Metal 2:
Drawn at 4 px/µm.
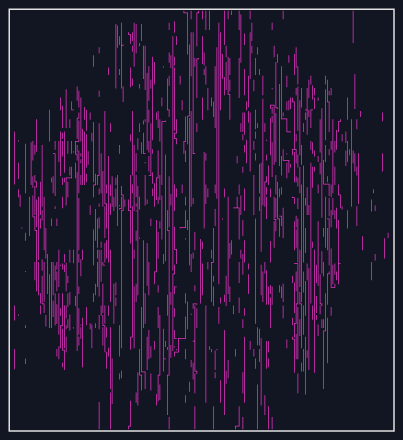
Floorplan with the power grid:
Drawn at 4 px/µm. Pins as bars on the die edge.
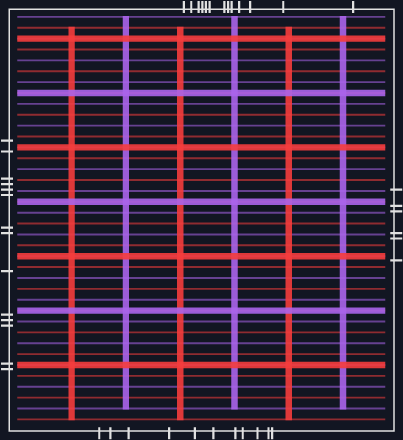
Clock network drawn from the DEF:
Drawn at 3 px/µm.
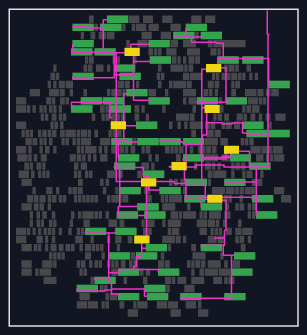
Clock wiring as the flow saved it:
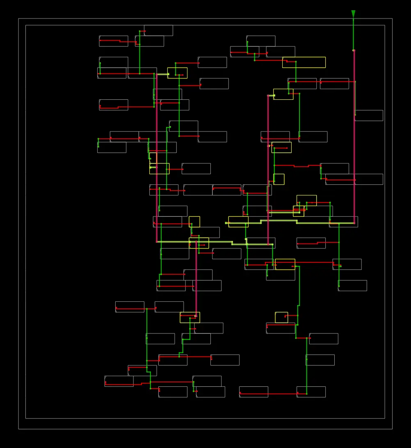
Cell density map:
Drawn at 4 px/µm. 10 x 11 tiles, from black (low) to pale yellow (high), 0 to 100% covered.
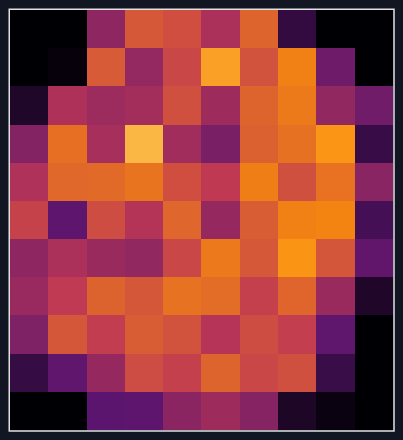
File: config.mk
export PLATFORM = sky130hd
export DESIGN_NAME = servo_pwm_driver
export DESIGN_NICKNAME = d
export VERILOG_FILES = /design/src/rtl/servo_pwm_driver.sv
export SDC_FILE = /design/constraint.sdc
export NUM_CORES = 1
export LEC_CHECK = 0
export ABC_AREA = 1
export CORE_ASPECT_RATIO = 1.1
export CORE_MARGIN = 1.5
export CORE_UTILIZATION = 40
export DETAILED_ROUTE_END_ITERATION = 6
export SLEW_MARGIN = 25
export SYNTH_ARGS = -nofsm -noshare
export SYNTH_HDL_FRONTEND = slang
export SYNTH_SLANG_ARGS = --single-unit
File: constraint.sdc
create_clock -name clk -period 4.2 [get_ports clk]
set_clock_uncertainty 0.05 [all_clocks]
set_input_delay 0.63 -clock clk [delete_from_list [all_inputs] [get_ports clk]]
set_output_delay 0.63 -clock clk [all_outputs]
set_load 0.005 [all_outputs]
File: src/rtl/servo_pwm_driver.sv
// Servo actuator: captures signed PID results on ready rising edges, scales and clamps them
// around a centre width, and drives a double-buffered, frame-synchronous servo PWM.
module servo_pwm_driver #(
    parameter int unsigned FRAME_CYCLES  = 1_000_000,
    parameter int unsigned CENTER_CYCLES = 75_000,
    parameter int unsigned MIN_CYCLES    = 50_000,
    parameter int unsigned MAX_CYCLES    = 100_000,
    parameter int unsigned GAIN_SHIFT    = 2,
    parameter int unsigned CNT_W         = 20
) (
    input  logic             clk,
    input  logic             reset,
    input  logic [15:0]      data,
    input  logic             ready,
    input  logic             enable,
    output logic             pwm,
    output logic             frame_start,
    output logic [CNT_W-1:0] pulse_width,
    output logic             clamped,
    output logic             overrun
);

    localparam logic [CNT_W-1:0]  LAST_CNT = CNT_W'(FRAME_CYCLES - 1);
    localparam logic [CNT_W-1:0]  CENTER_W = CNT_W'(CENTER_CYCLES);
    localparam logic [CNT_W-1:0]  MIN_W    = CNT_W'(MIN_CYCLES);
    localparam logic [CNT_W-1:0]  MAX_W    = CNT_W'(MAX_CYCLES);
    localparam logic signed [31:0] CENTER_S = $signed(32'(CENTER_CYCLES));
    localparam logic signed [31:0] MIN_S    = $signed(32'(MIN_CYCLES));
    localparam logic signed [31:0] MAX_S    = $signed(32'(MAX_CYCLES));

    logic [CNT_W-1:0] count_q, count_d;
    logic [CNT_W-1:0] pending_q, pending_d;
    logic [CNT_W-1:0] active_q, active_d;
    logic             en_frame_q, en_frame_d;
    logic             ready_d_q, ready_d_d;
    logic             got_cap_q, got_cap_d;
    logic             pwm_q, pwm_d;
    logic             frame_start_q, frame_start_d;
    logic             clamped_q, clamped_d;
    logic             overrun_q, overrun_d;

    logic                cap;
    logic                wrap;
    logic signed [31:0]  data_s;
    logic signed [31:0]  sum_s;
    logic [CNT_W-1:0]    target;
    logic                limited;

    // Scaled command around centre, clamped to the safe window
    always_comb begin
        data_s  = {{16{data[15]}}, data};
        sum_s   = CENTER_S + (data_s <<< GAIN_SHIFT);
        target  = CNT_W'(sum_s);
        limited = 1'b0;
        if (sum_s < MIN_S) begin
            target  = MIN_W;
            limited = 1'b1;
        end else if (sum_s > MAX_S) begin
            target  = MAX_W;
            limited = 1'b1;
        end
    end

    // Next-state: capture into the shadow width, promote it at the frame wrap
    always_comb begin
        cap           = ready & ~ready_d_q;
        wrap          = (count_q == LAST_CNT);
        count_d       = wrap ? '0 : count_q + CNT_W'(1);
        ready_d_d     = ready;
        pending_d     = cap ? target : pending_q;
        clamped_d     = cap ? limited : clamped_q;
        active_d      = active_q;
        en_frame_d    = en_frame_q;
        got_cap_d     = got_cap_q | cap;
        overrun_d     = overrun_q | (cap & got_cap_q);
        pwm_d         = en_frame_q & (count_q < active_q);
        frame_start_d = (count_q == '0);
        if (wrap) begin
            active_d   = pending_d;
            en_frame_d = enable;
            got_cap_d  = 1'b0;
        end
    end

    always_ff @(posedge clk) begin
        if (reset) begin
            count_q       <= '0;
            pending_q     <= CENTER_W;
            active_q      <= CENTER_W;
            en_frame_q    <= 1'b0;
            ready_d_q     <= 1'b0;
            got_cap_q     <= 1'b0;
            pwm_q         <= 1'b0;
            frame_start_q <= 1'b0;
            clamped_q     <= 1'b0;
            overrun_q     <= 1'b0;
        end else begin
            count_q       <= count_d;
            pending_q     <= pending_d;
            active_q      <= active_d;
            en_frame_q    <= en_frame_d;
            ready_d_q     <= ready_d_d;
            got_cap_q     <= got_cap_d;
            pwm_q         <= pwm_d;
            frame_start_q <= frame_start_d;
            clamped_q     <= clamped_d;
            overrun_q     <= overrun_d;
        end
    end

    assign pwm         = pwm_q;
    assign frame_start = frame_start_q;
    assign pulse_width = active_q;
    assign clamped     = clamped_q;
    assign overrun     = overrun_q;

endmodule
==> changes_impl.md <==
### Implementation results

* Status: completed
* Max-slew violation count at 0
* Met2 wire length at approximately 4400 µm
* Sequential power share at between 40% and 50%
* Xor/xnor share at 0.462%
* #FFs+latches synth at 67
* WP buf/inv at 3
* Final HPWL DP at between 6000 and 7000 µm
* RSZ-0062 raised after global routing: false
* Tcrit/Tclk final at between 70% and 80%
* Setup TNS at 0 ps
* Area Growth Syn to Fin at 18.9%
* GR Util met1 at 22.5%
* Clock group power at around 0.53 mW
* Syn Area/Cell at about 7 µm²
* Final clock-cell share at 4.22%
* Well Taps at about 120
* Asr flop ratio synth at 0%
* TritonCTS clock tree: done
* Post-Layout Cell Count at 709
* Wl on met1 at 4050 µm
* Switch Pwr at about 0.37 mW
* CP max-delay cell: clkdlybuf4s50_1
* Yosys warnings at 0
* Comb. cell area at 2050 µm²
* Iteration tally of the first detailed-router pass at 4
* DRC at 0
* Non-clock buffer share at under 10%
* Final hold violation count at 0
* Post-CTS setup buffer count at 0
* Post-Syn Area at approximately 3800 µm²
* Finished Cell Area at 4500 µm²
* Post-DP Area at 4310 µm²
* Sw Ratio at 27.3%
* Count of cell types in the netlist at 39
* Syn Inst Count at between 500 and 600
* Cell repeated most along the worst path: nand2_1
* Final setup margin at 1200 ps
* Synth cell count leaders: nand2_1, inv_1, dfxtp_1
* DR WL/cell at around 13 µm
* Internal at around 0.99 mW
* Post-synth EDFFs at 0
* Crit path to: pulse_width[12]
* Slew headroom at 54.3%
* Largest net degree at the start of global routing at 36
* Max-area cell class: multi-input combinational cells
* Reg clk slew, reported paths at approximately 80 ps
* Most frequent cells in the layout: nand2_1, inv_1, dfxtp_1
* Wire length reported by the detailed router at between 8000 and 9000 µm
* Root Buffer: clkbuf_8
* Register area share after synthesis at between 30% and 40%
* Vias in the first global route at roughly 3400
* Worst hold endpoint: overrun
* Most numerous cell in the Yosys netlist: nand2_1
* Inverters at 89
* CP top delay family: simple AND/OR/NAND/NOR gates
* Dominant cell area share at 35.4%
Notes on 'metal 2' above:
The longest straight run is 65.3 µm. The layer holds 49% of the routed length.

Notes on 'floorplan with the power grid' above:
Key: red = VSS; purple = VDD
The core has 37 rows. 7 straps on met5. 6 straps on met4.
placeable core region: 9260 µm²
Die W: 95.8 µm
peak supply drop: 0.000136 V
Die Ht: 105 µm

Notes on 'clock network drawn from the DEF' above:
Key: yellow = cells driving clock nets [count 9]; green = flip-flops [count 67]; magenta = clock wires [length 893 µm]
There are 10 routed clock nets.

Notes on 'clock wiring as the flow saved it' above:
flop count: 67
CTS sink cnt: 67
total CTS buffers: 9
Clock buffer cells: 9
worst skew pair latency: 350 ps

Notes on 'cell density map' above:
The mean over all tiles is 43%. 3.6% of the tiles are over 75% full. 11% of the tiles are nearly empty.
Final Util: 48.6%
Starting Density: 40.9%

Power and IR drop assume default switching activity.
